**src/rtl/bus_pkg.sv**
```systemverilog
// Shared definitions for the system data bus: address map, master IDs and
// the request payload carried through the arbiter holding register.
package bus_pkg;
  localparam int ADDR_W = 32;
  localparam int DATA_W = 32;
  localparam int BE_W   = 4;

  localparam logic [ADDR_W-1:0] DM_BASE   = 32'h0000_0000;
  localparam logic [ADDR_W-1:0] DM_LIMIT  = 32'h0000_2FFF;
  localparam logic [ADDR_W-1:0] TM0_BASE  = 32'h0000_7F00;
  localparam logic [ADDR_W-1:0] TM0_LIMIT = 32'h0000_7F0B;
  localparam logic [ADDR_W-1:0] TM1_BASE  = 32'h0000_7F10;
  localparam logic [ADDR_W-1:0] TM1_LIMIT = 32'h0000_7F1B;

  localparam logic MST_CPU = 1'b0;
  localparam logic MST_DMA = 1'b1;

  localparam logic [BE_W-1:0] BYTEEN_READ = 4'b0000;
  localparam logic [BE_W-1:0] BYTEEN_WORD = 4'b1111;

  typedef struct packed {
    logic [ADDR_W-1:0] addr;
    logic [DATA_W-1:0] wd;
    logic [BE_W-1:0]   byteen;
  } bus_req_t;
endpackage

```
**src/rtl/bus_arbiter_if.sv**
```systemverilog
// Master-side handshakes plus the bridge-side bus of the two-master arbiter.
interface bus_arbiter_if;
  import bus_pkg::*;

  logic              m0_req,    m1_req;
  logic [ADDR_W-1:0] m0_addr,   m1_addr;
  logic [DATA_W-1:0] m0_wd,     m1_wd;
  logic [BE_W-1:0]   m0_byteen, m1_byteen;
  logic              m0_gnt,    m1_gnt;
  logic [DATA_W-1:0] m0_rd,     m1_rd;
  logic              m0_rvalid, m1_rvalid;
  logic [ADDR_W-1:0] bus_addr;
  logic [DATA_W-1:0] bus_wd;
  logic [BE_W-1:0]   bus_byteen;
  logic [DATA_W-1:0] bus_rd;

  // Arbiter view
  modport slave (
    input  m0_req, m0_addr, m0_wd, m0_byteen,
    input  m1_req, m1_addr, m1_wd, m1_byteen,
    output m0_gnt, m0_rd, m0_rvalid,
    output m1_gnt, m1_rd, m1_rvalid,
    output bus_addr, bus_wd, bus_byteen,
    input  bus_rd
  );

  // Masters plus bridge view
  modport master (
    output m0_req, m0_addr, m0_wd, m0_byteen,
    output m1_req, m1_addr, m1_wd, m1_byteen,
    input  m0_gnt, m0_rd, m0_rvalid,
    input  m1_gnt, m1_rd, m1_rvalid,
    input  bus_addr, bus_wd, bus_byteen,
    output bus_rd
  );
endinterface

```
**src/rtl/arb_starve_ctr.sv**
```systemverilog
// Saturating count of consecutive refused cycles for the low-priority master;
// o_force tells the arbiter to let it win this cycle.
module arb_starve_ctr #(
  parameter int STARVE_LIMIT = 4
) (
  input  logic clk,
  input  logic reset,
  input  logic i_req,
  input  logic i_granted,
  output logic o_force
);
  localparam logic [3:0] LIM = 4'(STARVE_LIMIT);

  logic [3:0] r_cnt;

  always_ff @(posedge clk) begin
    if (reset)                    r_cnt <= '0;
    else if (!i_req || i_granted) r_cnt <= '0;
    else if (r_cnt != LIM)        r_cnt <= r_cnt + 4'd1;
  end

  assign o_force = (r_cnt == LIM);
endmodule

```
**src/rtl/bus_arbiter.sv**
```systemverilog
// Fixed-priority two-master bus arbiter: one holding stage toward the bridge,
// one registered response stage back to the owning master.
module bus_arbiter
  import bus_pkg::*;
#(
  parameter int STARVE_LIMIT = 4
) (
  input  logic          clk,
  input  logic          reset,
  bus_arbiter_if.slave  bif
);
  logic              w_force, w_m0_win, w_m1_win, w_bus_on;
  bus_req_t          w_m0_pl, w_m1_pl, r_hold;
  logic              r_hold_valid, r_hold_owner;
  logic              r_resp_valid, r_resp_owner;
  logic [DATA_W-1:0] r_rd;

  arb_starve_ctr #(.STARVE_LIMIT(STARVE_LIMIT)) u_starve (
    .clk       (clk),
    .reset     (reset),
    .i_req     (bif.m1_req),
    .i_granted (w_m1_win),
    .o_force   (w_force)
  );

  always_comb begin
    w_m0_pl  = '{addr: bif.m0_addr, wd: bif.m0_wd, byteen: bif.m0_byteen};
    w_m1_pl  = '{addr: bif.m1_addr, wd: bif.m1_wd, byteen: bif.m1_byteen};
    w_m1_win = bif.m1_req && (!bif.m0_req || w_force);
    w_m0_win = bif.m0_req && !w_m1_win;
  end

  assign bif.m0_gnt = !reset && w_m0_win;
  assign bif.m1_gnt = !reset && w_m1_win;

  // Payload is cleared on idle cycles so the bus reads as all-zero.
  always_ff @(posedge clk) begin
    if (reset) begin
      r_hold_valid <= 1'b0;
      r_hold_owner <= MST_CPU;
      r_hold       <= '0;
    end else begin
      r_hold_valid <= w_m0_win || w_m1_win;
      r_hold_owner <= w_m1_win ? MST_DMA : MST_CPU;
      r_hold       <= w_m1_win ? w_m1_pl : (w_m0_win ? w_m0_pl : '0);
    end
  end

  always_ff @(posedge clk) begin
    if (reset) begin
      r_resp_valid <= 1'b0;
      r_resp_owner <= MST_CPU;
      r_rd         <= '0;
    end else if (r_hold_valid) begin
      r_resp_valid <= (r_hold.byteen == BYTEEN_READ);
      r_resp_owner <= r_hold_owner;
      r_rd         <= bif.bus_rd;
    end else begin
      r_resp_valid <= 1'b0;
    end
  end

  // Gating by reset keeps a just-latched write off the bus in the reset cycle.
  assign w_bus_on       = r_hold_valid && !reset;
  assign bif.bus_addr   = w_bus_on ? r_hold.addr   : '0;
  assign bif.bus_wd     = w_bus_on ? r_hold.wd     : '0;
  assign bif.bus_byteen = w_bus_on ? r_hold.byteen : BYTEEN_READ;

  assign bif.m0_rvalid = !reset && r_resp_valid && (r_resp_owner == MST_CPU);
  assign bif.m1_rvalid = !reset && r_resp_valid && (r_resp_owner == MST_DMA);
  assign bif.m0_rd     = r_rd;
  assign bif.m1_rd     = r_rd;
endmodule

```
**src/flat_wrapper.sv**
```systemverilog
// flat-port wrapper written by rule: the top's interface ports become plain ports
module bus_arbiter_flat import bus_pkg::*;
#(
  parameter int STARVE_LIMIT = 4
)
  (clk, reset, bif_m0_req, bif_m0_addr, bif_m0_wd, bif_m0_byteen, bif_m1_req, bif_m1_addr, bif_m1_wd, bif_m1_byteen, bif_m0_gnt, bif_m0_rd, bif_m0_rvalid, bif_m1_gnt, bif_m1_rd, bif_m1_rvalid, bif_bus_addr, bif_bus_wd, bif_bus_byteen, bif_bus_rd);
  bus_arbiter_if bif_i ();
  input  logic clk;
  input  logic reset;
  input wire logic [$bits(bif_i.m0_req)-1:0] bif_m0_req;
  input wire logic [$bits(bif_i.m0_addr)-1:0] bif_m0_addr;
  input wire logic [$bits(bif_i.m0_wd)-1:0] bif_m0_wd;
  input wire logic [$bits(bif_i.m0_byteen)-1:0] bif_m0_byteen;
  input wire logic [$bits(bif_i.m1_req)-1:0] bif_m1_req;
  input wire logic [$bits(bif_i.m1_addr)-1:0] bif_m1_addr;
  input wire logic [$bits(bif_i.m1_wd)-1:0] bif_m1_wd;
  input wire logic [$bits(bif_i.m1_byteen)-1:0] bif_m1_byteen;
  output wire logic [$bits(bif_i.m0_gnt)-1:0] bif_m0_gnt;
  output wire logic [$bits(bif_i.m0_rd)-1:0] bif_m0_rd;
  output wire logic [$bits(bif_i.m0_rvalid)-1:0] bif_m0_rvalid;
  output wire logic [$bits(bif_i.m1_gnt)-1:0] bif_m1_gnt;
  output wire logic [$bits(bif_i.m1_rd)-1:0] bif_m1_rd;
  output wire logic [$bits(bif_i.m1_rvalid)-1:0] bif_m1_rvalid;
  output wire logic [$bits(bif_i.bus_addr)-1:0] bif_bus_addr;
  output wire logic [$bits(bif_i.bus_wd)-1:0] bif_bus_wd;
  output wire logic [$bits(bif_i.bus_byteen)-1:0] bif_bus_byteen;
  input wire logic [$bits(bif_i.bus_rd)-1:0] bif_bus_rd;
  assign bif_i.m0_req = bif_m0_req;
  assign bif_i.m0_addr = bif_m0_addr;
  assign bif_i.m0_wd = bif_m0_wd;
  assign bif_i.m0_byteen = bif_m0_byteen;
  assign bif_i.m1_req = bif_m1_req;
  assign bif_i.m1_addr = bif_m1_addr;
  assign bif_i.m1_wd = bif_m1_wd;
  assign bif_i.m1_byteen = bif_m1_byteen;
  assign bif_m0_gnt = bif_i.m0_gnt;
  assign bif_m0_rd = bif_i.m0_rd;
  assign bif_m0_rvalid = bif_i.m0_rvalid;
  assign bif_m1_gnt = bif_i.m1_gnt;
  assign bif_m1_rd = bif_i.m1_rd;
  assign bif_m1_rvalid = bif_i.m1_rvalid;
  assign bif_bus_addr = bif_i.bus_addr;
  assign bif_bus_wd = bif_i.bus_wd;
  assign bif_bus_byteen = bif_i.bus_byteen;
  assign bif_i.bus_rd = bif_bus_rd;
  bus_arbiter #(.STARVE_LIMIT(STARVE_LIMIT)) u_core (.clk(clk), .reset(reset), .bif(bif_i));
endmodule
```
**config.mk**
```make
export PLATFORM = sky130hd
export DESIGN_NAME = bus_arbiter_flat
export DESIGN_NICKNAME = d
export VERILOG_FILES = /design/src/rtl/bus_pkg.sv /design/src/rtl/bus_arbiter_if.sv /design/src/rtl/arb_starve_ctr.sv /design/src/rtl/bus_arbiter.sv /design/src/flat_wrapper.sv
export SDC_FILE = /design/constraint.sdc
export NUM_CORES = 1
export LEC_CHECK = 0
export CAP_MARGIN = 20
export CORE_MARGIN = 10
export CORE_UTILIZATION = 37
export DETAILED_ROUTE_END_ITERATION = 8
export GPL_ROUTABILITY_DRIVEN = 0
export HOLD_SLACK_MARGIN = 0.02
export PLACE_DENSITY = 0.9
export SYNTH_ARGS = -nofsm -noshare
export SYNTH_HDL_FRONTEND = slang
export SYNTH_SLANG_ARGS = --single-unit
```
**constraint.sdc**
```tcl
create_clock -name clk -period 3.4 [get_ports clk]
set_input_delay 0.68 -clock clk [delete_from_list [all_inputs] [get_ports clk]]
set_output_delay 0.68 -clock clk [all_outputs]
set_load 0.01 [all_outputs]
```
run_1/congestion_map.png
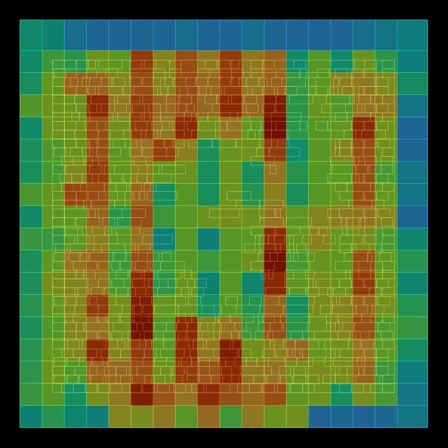
Final Util: 67.7%
M2 GR Usage: 34.1%
Tot GR Track Use: 18.9%
met1 Resource Use GR: 16.8%

run_1/gates.png
Scale: 4 px per µm.
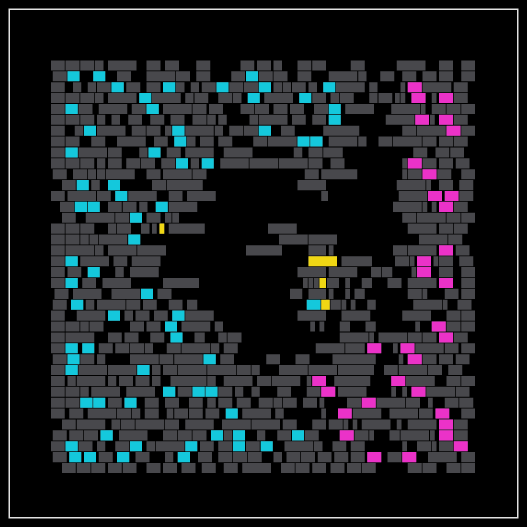
| color | family | cells |
|---|---|---|
| cyan | non-inverting ao/oa cells | 69 |
| magenta | mux cells | 33 |
| yellow | nand cells | 4 |

run_1/closeup.png
Region (48, 74) to (78, 104) µm. Cells in gray, sequential cells in the stronger gray; small squares are vias.
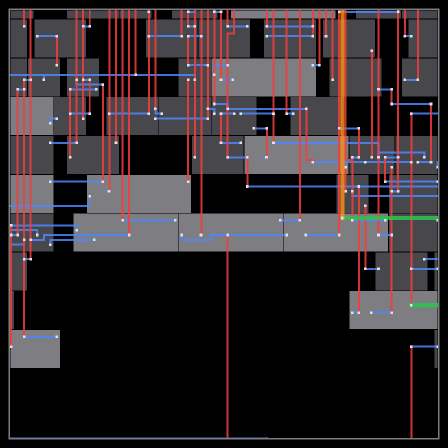
| color | layer |
|---|---|
| blue | M1 |
| orange | M4 |
| green | M3 |
| red | M2 |
most frequent: clkdlybuf4s50_1 (17), dfxtp_1 (7), and2_1 (5)
sequential cells in the window: 7
cells with their middle in the window: 33
netlist names of flops here include: `u_core.r_hold` (7)

run_1/m1.png
Scale: 3 px per µm. Supply wires on this layer in gray.
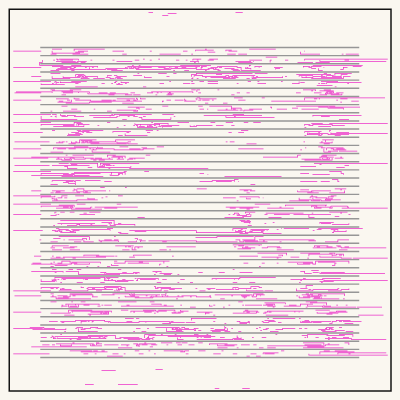
main direction: horizontal
nets with wire on the layer: 702
longest straight run: 27.6 µm

==> impl_metrics.py, run 1 <==
# Auto-generated metrics
metrics = {
    "synthesis": {
        "ys_warn_count": 0,
        "flop_cell": "dfxtp_1",
        "yosysUniqueCellTypes": 24,
        "fp_nets": 573,
    },
    "cts": {
        "cts_resized": 0,
        "numCtsBuffers": 9,
        "htreeDepth": 3,
        "cts_buffer_depth": 2,
        "clock_sinks": 108,
    },
    "global_route": {
        "grt_antenna_before_repair": 1,
        "grt-ovfl-total": 0,
        "grt_pass1_vias": 4176,
    },
    "critical_path": {
        "end_kind": "primary output",
        "cp.arrival_ns": 2.45,
        "cp.buffers_inverters": 3,
        "critPathTopFamily": "buffers and inverters",
        "cp_max_fo": 46,
        "startpoint_type": "primary input",
    },
    "run_status": {
        "status": "complete, no violations",
    },
    "pwr": {
        "vdd_ir_drop_max_v": 0.000325,
    },
    "die": {
        "row_count": 38,
        "die_area_mm2": 0.0161,
    },
    "final_layout": {
        "fin_cells": 808,
        "fill_cells": 809,
        "lay_top_count": "clkdlybuf4s50_1",
        "fin_nets": 836,
        "syn2layout_area_growth_pct": 76.3,
        "clkbuf_count": 11,
        "diodes": 1,
        "buf_share_pct": 42.1,
    },
    "sta": {
        "finalSetupViolCount": 0,
        "max_slew_margin_pct": 52.2,
        "clock_skew_ns": 0.00592,
    },
    "place": {
        "io_buffers": 307,
    },
    "route": {
        "wl_met2_um": 8230,
        "top_layer": "met4",
        "vias": 3854,
    },
}
## run 1: state kept, by name, indices dropped and copies added (netlist names)
signal / cells
u_core.r_resp_owner: 1
u_core.bif.m0_rd: 32
u_core.r_hold_owner: 1
u_core.r_hold_valid: 1
u_core.r_resp_valid: 1
u_core.u_starve.r_cnt: 4
u_core.r_hold: 68
## run 1: worst paths after layout
path                                            endpoint                      from  depth (start not counted)  slack, ns
worst max-delay path                      bif_bus_wd[11]                     reset                          5       0.27
worst min-delay path            u_core.u_starve.r_cnt[0]  u_core.u_starve.r_cnt[0]                          1       0.47
worst max register to register         u_core.r_hold[67]  u_core.u_starve.r_cnt[0]                          6       1.44
worst min register to register  u_core.u_starve.r_cnt[0]  u_core.u_starve.r_cnt[0]                          1       0.47
## run 1: per-stage QoR
step / power (mW) / hold WS [ns] / cell area (µm²) / setup slack (ns)
2_1_floorplan: 1.60 / 0.387 / 4220 / 1.18
4_1_cts: 2.98 / 0.466 / 7430 / 0.229
5_1_grt: 3.07 / 0.480 / 7430 / 0.161
3_5_place_dp: 1.93 / 0.451 / 7130 / 0.249
6_report: 2.95 / 0.466 / 7430 / 0.271
3_3_place_gp: 1.92 / 0.439 / 7130 / 0.283
## run 1: kinds of logic after synthesis
family	count (synthesis)	share of synthesized area, %
AND/OR/NAND/NOR	116	15.1
flip-flops	108	51.3
AND-OR/OR-AND	71	15.0
buffers and inverters	67	9.74
multiplexers	33	7.84
XOR/XNOR	2	0.416
adder cells (fa/ha/maj)	2	0.594
## run 1: metal layers
layer / vias up / GRT usage [%]
met1: 1773 / 16.8
met4: 0 / 6.70
met2: 215 / 34.1
met3: 19 / 11.5
met5: - / 0
li1: 1847 / -
## run 1: where the power goes
group | switching [mW] | internal [mW]
registers | 0.0338 | 1.34
logic | 0.179 | 0.349
clock network | 0.445 | 0.606
--- run 2 (diff from run 1) ---
SLEW_MARGIN = 15   (was default)
run_2/m1.png
Scale: 3 px per µm. Supply wires on this layer in gray.
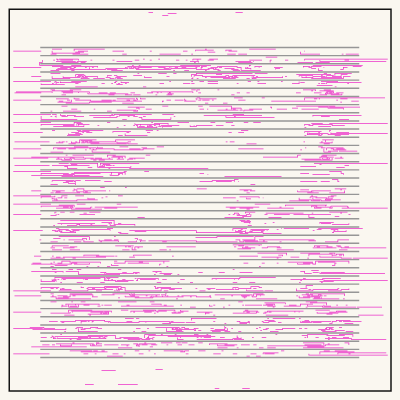
nets with wire on the layer: 702
main direction: horizontal
longest straight run: 27.6 µm
final WL: 16100 µm
via count: 3854

==> run 2 against run 1 <==
Cell count unchanged; largest power group unchanged; critical path depth unchanged; worst setup slack stayed put; worst hold slack unchanged; critical endpoint unchanged; routed wire length unchanged.
==> impl_metrics.py, run 2 <==
# Auto-generated metrics
metrics = {
    "pwr": {
        "power_mw": 2.95,
        "pg_comb_mw": 0.528,
        "combinationalPowerShare_pct": 17.9,
        "clockPowerShare_pct": 35.6,
        "power_clock_mw": 1.05,
        "p_sw_share_pct": 22.3,
        "p_seq_mw": 1.37,
        "sequentialPowerShare_pct": 46.5,
        "p_sw_mw": 0.658,
        "top_power_group": "registers",
        "internal_power_mw": 2.29,
        "vdd_ir_drop_max_v": 0.000325,
    },
    "synthesis": {
        "synthArstFlopShare_pct": 0,
        "synth.logic.top_family": "simple AND/OR/NAND/NOR gates",
        "yosys_cells": 399,
        "synthAoiAreaFrac_pct": 15.0,
        "synth-seq-cells": 108,
        "yosys.area_share.simple_pct": 15.1,
        "flop_cell": "dfxtp_1",
        "syn_avg_cell_area_um2": 10.6,
        "mux_area_share_pct": 7.84,
        "xor_share_pct": 0.416,
        "yosysUniqueCellTypes": 24,
        "fp_nets": 573,
        "yosysSeqAreaShare_pct": 51.3,
        "adder_share_pct": 0.594,
        "synthCells": 399,
        "yosys.cell_count.top_type": "dfxtp_1",
        "ys_warn_count": 0,
    },
    "final_layout": {
        "fill_cells": 809,
        "regMostFlops": "u_core.r_hold",
        "syn2layout_area_growth_pct": 76.3,
        "fin_cells": 808,
        "lay_top_count": "clkdlybuf4s50_1",
        "fin_nets": 836,
        "largest_register_ffs": 68,
        "final_cell_area_mm2": 0.00743,
    },
    "critical_path": {
        "end_kind": "primary output",
        "critPathTopFamily": "buffers and inverters",
        "startpoint_type": "primary input",
        "cp_max_fo": 46,
        "cp.arrival_ns": 2.45,
        "cp.buffers_inverters": 3,
        "cp.required_ns": 2.72,
        "cp_slowest_stage_delay_ns": 0.56,
    },
    "die": {
        "row_count": 38,
        "ioPinCount": 308,
        "die_area_mm2": 0.0161,
    },
    "global_route": {
        "grt_pass1_vias": 4176,
        "track_usage_pct": 18.9,
        "grt-ovfl-total": 0,
        "grt_antenna_before_repair": 1,
    },
    "sta": {
        "finalSetupViolCount": 0,
        "clock_skew_ns": 0.00592,
        "setup_slack_ns": 0.271,
        "worstMarginPinSlew_ns": 0.717,
        "max_slew_margin_pct": 52.2,
        "setup_tns_ns": 0,
        "hold_violations": 0,
    },
    "cts": {
        "clock_sinks": 108,
        "htreeDepth": 3,
        "numCtsBuffers": 9,
        "cts_buffer_depth": 2,
        "cts_resized": 0,
    },
    "route": {
        "ant_nets": 0,
        "drtPass1Iterations": 4,
        "via_per_inst": 4.77,
        "drt_iter0_markers": 144,
    },
    "place": {
        "pre_cts_slack_ns": 0.249,
        "postPlaceCellArea_mm2": 0.00713,
        "io_buffers": 307,
    },
    "run": {
        "warnings": 27,
        "max-cap-violations": 0,
    },
    "run_status": {
        "status": "complete, no violations",
    },
}
==> run 2: cell families after synthesis <==
kind of cell | count (synthesis)
simple gates | 116
compound gates | 71
mux | 33
fa+ha+maj | 2
flops | 108
xor+xnor | 2
buf+inv | 67
==> run 2: path summary, 6_finish.rpt <==
check,from,end,slack [ns],cells after the start
worst max-delay path,reset,bif_bus_wd[11],0.27,5
worst min-delay path,u_core.u_starve.r_cnt[0],u_core.u_starve.r_cnt[0],0.47,1
worst max register to register,u_core.u_starve.r_cnt[0],u_core.r_hold[67],1.44,6
worst min register to register,u_core.u_starve.r_cnt[0],u_core.u_starve.r_cnt[0],0.47,1
==> run 2: metal layers <==
| metal | up-vias | wire (µm) | global-route usage, % |
|---|---|---|---|
| met5 | - | 0 | 0 |
| met3 | 19 | 2320 | 11.5 |
| met4 | 0 | 342 | 6.70 |
| met2 | 215 | 8230 | 34.1 |
| met1 | 1773 | 5220 | 16.8 |
| li1 | 1847 | - | - |
==> run 2: metrics by stage <==
stage / hold WS (ns) / utilization [%]
5_1_grt: 0.480 / 67.7
6_report: 0.466 / 67.7
4_1_cts: 0.466 / 67.6
2_1_floorplan: 0.387 / -
3_5_place_dp: 0.451 / 64.9
3_3_place_gp: 0.439 / 64.9
==> run 2: layout make-up <==
class	instances	area [µm²]	share of cell area [%]
Clock buffer	11	253	3.40
Sequential cell	108	2160	29.1
Inverter	5	18.8	0.253
Clock inverter	5	50.0	0.674
Tap cell	140	175	2.36
Timing Repair Buffer	314	3130	42.1
Multi-Input combinational cell	224	1640	22.1
Antenna cell	1	2.50	0.0337
Power figures rest on the tool's default switching activity, not on a simulated workload.
